==> config.mk <==
export PLATFORM = sky130hd
export DESIGN_NAME = sva_seq_driver_flat
export DESIGN_NICKNAME = d
export VERILOG_FILES = /design/src/rtl/sva_stim_pkg.sv /design/src/rtl/sva_seq_driver_if.sv /design/src/rtl/sva_delay_sel.sv /design/src/rtl/sva_seq_driver.sv /design/src/flat_wrapper.sv
export SDC_FILE = /design/constraint.sdc
export NUM_CORES = 1
export LEC_CHECK = 0
export CAP_MARGIN = 10
export CORE_MARGIN = 3
export CORE_UTILIZATION = 60
export DETAILED_ROUTE_END_ITERATION = 7
export MAX_ROUTING_LAYER = met4
export PLACE_DENSITY = 0.85
export RECOVER_POWER = 50
export SLEW_MARGIN = 30
export SYNTH_ARGS = -nofsm -noshare
export SYNTH_HDL_FRONTEND = slang
export SYNTH_SLANG_ARGS = --single-unit
==> constraint.sdc <==
create_clock -name gclk -period 6.55 [get_ports gclk]
set_clock_uncertainty 0.1 [all_clocks]
set_input_delay 1.31 -clock gclk [delete_from_list [all_inputs] [get_ports gclk]]
set_output_delay 1.31 -clock gclk [all_outputs]
set_load 0.03 [all_outputs]
==> src/rtl/sva_stim_pkg.sv <==
// Shared types and delay-window normalisation for the assertion stimulus driver and its checkers.
// Pure declarations: no logic, no latency, no flow control.
package sva_stim_pkg;

    localparam int unsigned DLY_MAX_W = 16;

    typedef logic [DLY_MAX_W-1:0] dly_t;

    typedef enum logic [2:0] {
        IDLE,
        ANTE,
        WAIT,
        RESOLVE,
        GAP,
        FIN
    } drv_state_t;

    typedef enum logic [1:0] {
        NONE,
        SUCC,
        FAIL
    } exp_verdict_t;

    // A zero window start would overlap the antecedent cycle, so it is pulled up to 1.
    function automatic dly_t norm_min(dly_t raw);
        return (raw == '0) ? dly_t'(1) : raw;
    endfunction

    function automatic dly_t norm_max(dly_t min_n, dly_t raw);
        return (raw < min_n) ? min_n : raw;
    endfunction

endpackage

==> src/rtl/sva_seq_driver_if.sv <==
// Control, config and stimulus bundle between a run controller and the sequence driver.
// Level/pulse signals only; no handshake, the driver never stalls its controller.
interface sva_seq_driver_if #(
    parameter int CNT_WIDTH = 16,
    parameter int DLY_WIDTH = 4
);

    logic                 start;
    logic                 stop;
    logic [CNT_WIDTH-1:0] num_txn;
    logic [DLY_WIDTH-1:0] min_delay;
    logic [DLY_WIDTH-1:0] max_delay;
    logic [7:0]           fail_period;

    logic                 a;
    logic                 b;
    logic                 exp_succ;
    logic                 exp_fail;
    logic                 busy;
    logic                 done;
    logic [CNT_WIDTH-1:0] txn_idx;

    modport master (
        output start, stop, num_txn, min_delay, max_delay, fail_period,
        input  a, b, exp_succ, exp_fail, busy, done, txn_idx
    );

    modport slave (
        input  start, stop, num_txn, min_delay, max_delay, fail_period,
        output a, b, exp_succ, exp_fail, busy, done, txn_idx
    );

endinterface

==> src/rtl/sva_delay_sel.sv <==
// Per-transaction delay and violation selection: rotating window offset plus fail-period down-counter.
// Outputs come straight from registers loaded at run start and stepped once per transaction.
module sva_delay_sel
    import sva_stim_pkg::*;
#(
    parameter int DLY_WIDTH = 4
) (
    input  logic                 gclk,
    input  logic                 grst,
    input  logic                 load,
    input  logic                 advance,
    input  logic [DLY_WIDTH-1:0] min_delay,
    input  logic [DLY_WIDTH-1:0] max_delay,
    input  logic [7:0]           fail_period,
    output logic [DLY_WIDTH-1:0] dly,
    output logic [DLY_WIDTH-1:0] win_max,
    output logic                 is_fail
);

    logic [DLY_WIDTH-1:0] min_n, max_n;
    logic [DLY_WIDTH-1:0] min_q, max_q, span_q, off;
    logic [7:0]           period_q, fcnt;

    assign min_n = DLY_WIDTH'(norm_min(dly_t'(min_delay)));
    assign max_n = DLY_WIDTH'(norm_max(dly_t'(min_n), dly_t'(max_delay)));

    always_ff @(posedge gclk or posedge grst) begin
        if (grst) begin
            min_q  <= DLY_WIDTH'(1);
            max_q  <= DLY_WIDTH'(1);
            span_q <= '0;
            off    <= '0;
        end else if (load) begin
            min_q  <= min_n;
            max_q  <= max_n;
            span_q <= max_n - min_n;
            off    <= '0;
        end else if (advance) begin
            off <= (off == span_q) ? '0 : off + DLY_WIDTH'(1);
        end
    end

    // A count of 1 marks the current transaction as the violation; it then restarts the period.
    always_ff @(posedge gclk or posedge grst) begin
        if (grst) begin
            period_q <= '0;
            fcnt     <= '0;
        end else if (load) begin
            period_q <= fail_period;
            fcnt     <= fail_period;
        end else if (advance && (period_q != '0)) begin
            fcnt <= (fcnt == 8'd1) ? period_q : fcnt - 8'd1;
        end
    end

    assign dly     = min_q + off;
    assign win_max = max_q;
    assign is_fail = (period_q != '0) && (fcnt == 8'd1);

endmodule

==> src/rtl/sva_seq_driver.sv <==
// Generates a |-> ##[min:max] b transactions with optional violations and aligned expected-verdict pulses.
// Outputs registered from next state (first a one cycle after start); stop aborts on the next edge.
module sva_seq_driver
    import sva_stim_pkg::*;
#(
    parameter int CNT_WIDTH = 16,
    parameter int DLY_WIDTH = 4
) (
    input  logic            gclk,
    input  logic            grst,
    sva_seq_driver_if.slave bus
);

    drv_state_t           state, state_nx;
    exp_verdict_t         verdict_nx;
    logic [CNT_WIDTH-1:0] num_q;
    logic [DLY_WIDTH-1:0] el, el_nx;
    logic [DLY_WIDTH-1:0] dly, win_max, target;
    logic                 is_fail;
    logic                 start_acc;
    logic                 last_txn;

    assign start_acc = (state == IDLE) && bus.start && !bus.stop;
    assign el_nx     = el + DLY_WIDTH'(1);
    assign target    = is_fail ? win_max : dly;
    assign last_txn  = (bus.txn_idx + CNT_WIDTH'(1)) == num_q;

    sva_delay_sel #(
        .DLY_WIDTH (DLY_WIDTH)
    ) u_delay_sel (
        .gclk        (gclk),
        .grst        (grst),
        .load        (start_acc),
        .advance     (state == GAP),
        .min_delay   (bus.min_delay),
        .max_delay   (bus.max_delay),
        .fail_period (bus.fail_period),
        .dly         (dly),
        .win_max     (win_max),
        .is_fail     (is_fail)
    );

    always_ff @(posedge gclk or posedge grst) begin
        if (grst) begin
            state <= IDLE;
        end else begin
            state <= state_nx;
        end
    end

    // el counts cycles since the antecedent; a delay of 1 goes straight from ANTE to RESOLVE.
    always_comb begin
        state_nx   = state;
        verdict_nx = NONE;
        case (state)
            IDLE:      if (start_acc) state_nx = (bus.num_txn == '0) ? FIN : ANTE;
            ANTE,
            WAIT:      state_nx = (el_nx >= target) ? RESOLVE : WAIT;
            RESOLVE:   state_nx = GAP;
            GAP:       state_nx = last_txn ? FIN : ANTE;
            FIN:       state_nx = IDLE;
            default:   state_nx = IDLE;
        endcase
        if (bus.stop) begin
            state_nx = IDLE;
        end
        if (state_nx == RESOLVE) begin
            verdict_nx = is_fail ? FAIL : SUCC;
        end
    end

    always_ff @(posedge gclk or posedge grst) begin
        if (grst) begin
            bus.a        <= 1'b0;
            bus.b        <= 1'b0;
            bus.exp_succ <= 1'b0;
            bus.exp_fail <= 1'b0;
            bus.busy     <= 1'b0;
            bus.done     <= 1'b0;
            bus.txn_idx  <= '0;
            num_q        <= '0;
            el           <= '0;
        end else begin
            bus.a        <= (state_nx == ANTE);
            bus.b        <= (verdict_nx == SUCC);
            bus.exp_succ <= (verdict_nx == SUCC);
            bus.exp_fail <= (verdict_nx == FAIL);
            bus.busy     <= (state_nx == ANTE) || (state_nx == WAIT) ||
                            (state_nx == RESOLVE) || (state_nx == GAP);
            bus.done     <= (state_nx == FIN);
            el           <= (state_nx == WAIT) ? el_nx : '0;
            if (start_acc) begin
                num_q       <= bus.num_txn;
                bus.txn_idx <= '0;
            end else if (state == GAP) begin
                bus.txn_idx <= bus.txn_idx + CNT_WIDTH'(1);
            end
        end
    end

endmodule

==> src/flat_wrapper.sv <==
// flat-port wrapper written by rule: the top's interface ports become plain ports
module sva_seq_driver_flat import sva_stim_pkg::*;
#(
    parameter int CNT_WIDTH = 16,
    parameter int DLY_WIDTH = 4
)
  (gclk, grst, bus_start, bus_stop, bus_num_txn, bus_min_delay, bus_max_delay, bus_fail_period, bus_a, bus_b, bus_exp_succ, bus_exp_fail, bus_busy, bus_done, bus_txn_idx);
  sva_seq_driver_if #(.CNT_WIDTH(CNT_WIDTH), .DLY_WIDTH(DLY_WIDTH)) bus_i ();
  input  logic gclk;
  input  logic grst;
  input wire logic [$bits(bus_i.start)-1:0] bus_start;
  input wire logic [$bits(bus_i.stop)-1:0] bus_stop;
  input wire logic [$bits(bus_i.num_txn)-1:0] bus_num_txn;
  input wire logic [$bits(bus_i.min_delay)-1:0] bus_min_delay;
  input wire logic [$bits(bus_i.max_delay)-1:0] bus_max_delay;
  input wire logic [$bits(bus_i.fail_period)-1:0] bus_fail_period;
  output wire logic [$bits(bus_i.a)-1:0] bus_a;
  output wire logic [$bits(bus_i.b)-1:0] bus_b;
  output wire logic [$bits(bus_i.exp_succ)-1:0] bus_exp_succ;
  output wire logic [$bits(bus_i.exp_fail)-1:0] bus_exp_fail;
  output wire logic [$bits(bus_i.busy)-1:0] bus_busy;
  output wire logic [$bits(bus_i.done)-1:0] bus_done;
  output wire logic [$bits(bus_i.txn_idx)-1:0] bus_txn_idx;
  assign bus_i.start = bus_start;
  assign bus_i.stop = bus_stop;
  assign bus_i.num_txn = bus_num_txn;
  assign bus_i.min_delay = bus_min_delay;
  assign bus_i.max_delay = bus_max_delay;
  assign bus_i.fail_period = bus_fail_period;
  assign bus_a = bus_i.a;
  assign bus_b = bus_i.b;
  assign bus_exp_succ = bus_i.exp_succ;
  assign bus_exp_fail = bus_i.exp_fail;
  assign bus_busy = bus_i.busy;
  assign bus_done = bus_i.done;
  assign bus_txn_idx = bus_i.txn_idx;
  sva_seq_driver #(.CNT_WIDTH(CNT_WIDTH), .DLY_WIDTH(DLY_WIDTH)) u_core (.gclk(gclk), .grst(grst), .bus(bus_i));
endmodule
==> impl_metrics.yaml <==
# yosys + openroad results
status:
  outcome: "complete, but fails checks"
  violations: "max-capacitance violations, max-slew violations"
sta:
  fin_crit_ns: 4.12
  finalMaxSlewViolations: 34
  slew_headroom: -0.0542
global_route:
  overflow: 0
  use_met2: 0.448
power:
  power_density_nw_per_um2: 261
  ir_drop_mv: 0.186
drt:
  wire_per_inst_um: 15.9
  via_count: 3936
  vias_per_cell: 5.92
layout:
  layout_top_cell: "nand2_1"
  logic_area_um2: 2480
  final_cell_mix: "nand2_1, dfrtp_1, clkdlybuf4s50_1, o21ai_0, nor2_1"
  nFillCells: 551
job:
  max_cap_violations: 1
floorplan:
  die_area_um2: 8700
  die_y_um: 93.3
place:
  numPlacedInstances: 649
cts:
  cts_root_buf: "clkbuf_8"
  htreeDepth: 3
  cts.clk_slew.worst_paths_ns: 0.08
  hold_buffers: 0
hold_path:
  hold_path_depth: 2
synth:
  yosysChipArea_um2: 4570
  synth.area.top_cells: "dfrtp_1, nand2_1, ha_1, o21ai_0, xnor2_1"
  ys_ff: 76
  synthTopCellsByCount: "nand2_1, dfrtp_1, o21ai_0"
  top_cell: "nand2_1"
worst_setup_path:
  critical_path_class: "in2reg"
  critPathMaxStageDelay_ns: 0.59
[logic make-up (layout without fill, tap and decap cells)]
group,count (synthesis),after routing,share of synthesized area
fa+ha+maj,22,22,0.0630
buf+inv,47,95,0.0425
xor+xnor,33,33,0.0663
compound gates,108,108,0.154
simple gates,222,222,0.234
mux,10,10,0.0230
flops,76,76,0.417
[worst max-delay path: cells and delay by family]
family / cells / cell delay [ns]
mux: 1 / 0.44
compound gates: 5 / 0.97
fa+ha+maj: 2 / 0.59
xor+xnor: 1 / 0.14
buf+inv: 3 / 0.80
[area by class of cell]
class,count,area share
timing repair buffer,61,0.112
inverter,18,0.0126
sequential,76,0.355
tap,99,0.0231
clock inverter,7,0.0126
clock buffer,9,0.0231
multi-input combinational,395,0.462
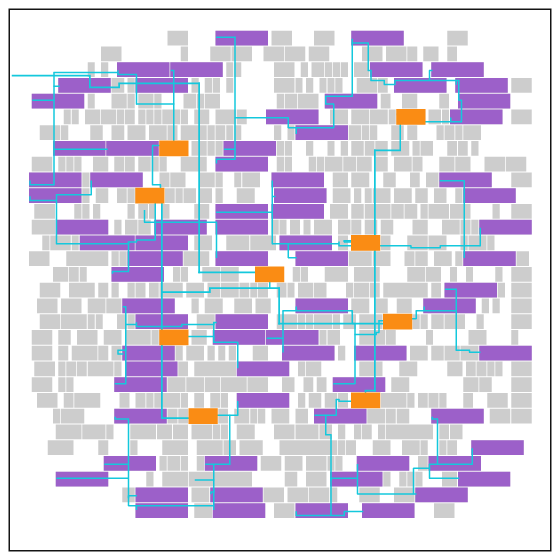
Fig. 1. Clock network drawn from the DEF.
[flip-flops] purple | count: 76
[clock wires] cyan | length: 934 µm
[clock drivers] orange | count: 9
routed clock nets	10
flops lie	spread over the die
clk_lat worst skew: 0.36 ns
clock share of power: 0.251

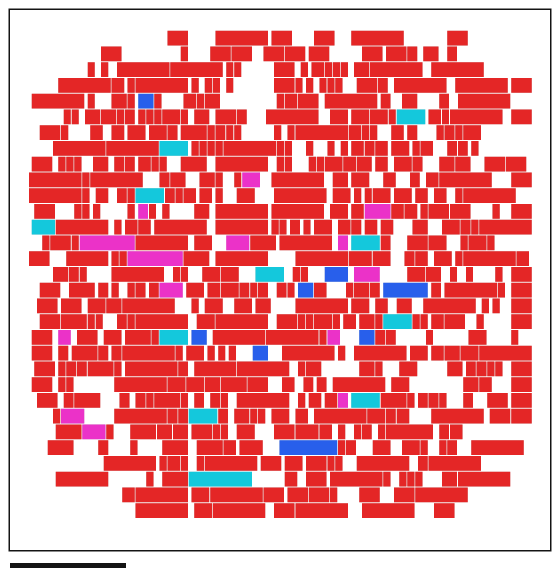
Fig. 2. Cells by drive strength.
Scale bar: 20 µm.
size	color	cells	share
_6 and larger	cyan	11	1.9%
_0 and _1 cells	red	533	94%
_3 and _4 cells	blue	8	1.4%
_2 cells	magenta	14	2.5%
Signal buffers: 61
post-route setup slack: 2.43 ns
Area Overhead vs Synth: 17.4%
fin area: 5360 µm²

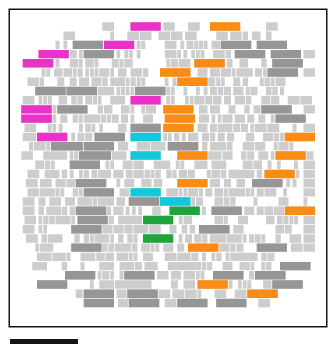
Fig. 3. Sequential cells grouped by signal name.
Scale bar: 20 µm. Other sequential cells in the stronger gray, the rest of the logic in the fainter gray.
signal	color	flops
u_core.u_delay_sel.off	cyan	4
u_core.u_delay_sel.period_q	magenta	8
u_core.state	green	3
u_core.num_q	orange	16
not colored	45
Seq. cell area: 1900 µm²
seq pwr: 0.651 mW
Core Util, Final: 0.732

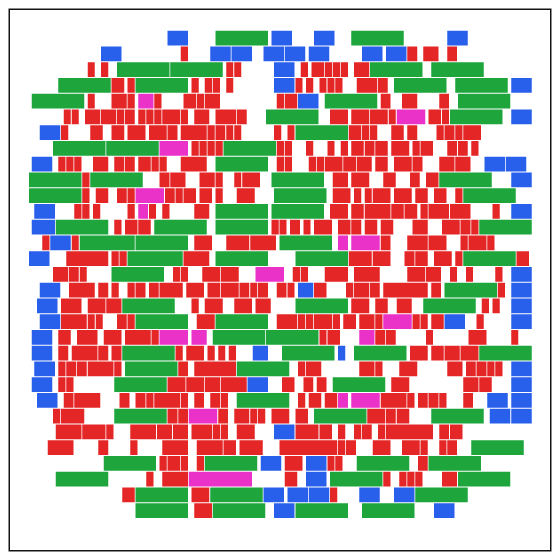
Fig. 4. Placed cells, one color a class.
class	color	cells	share of their area
combinational and other logic	red	413	49%
clock drivers and dummy loads	magenta	16	3.7%
flops	green	76	36%
other buffers and delay cells	blue	61	11%
flop share of the area: 0.355
Row Count: 31
core footprint: 7330 µm²

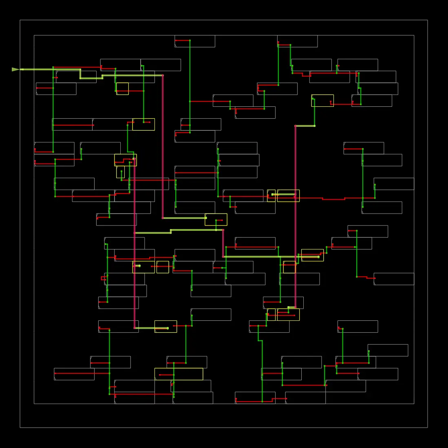
Fig. 5. The clock network.
# clock sinks: 76
Inserted Clock Buffers: 9
clkbuf count: 9
flip-flops: 76

Power and IR drop assume default switching activity.
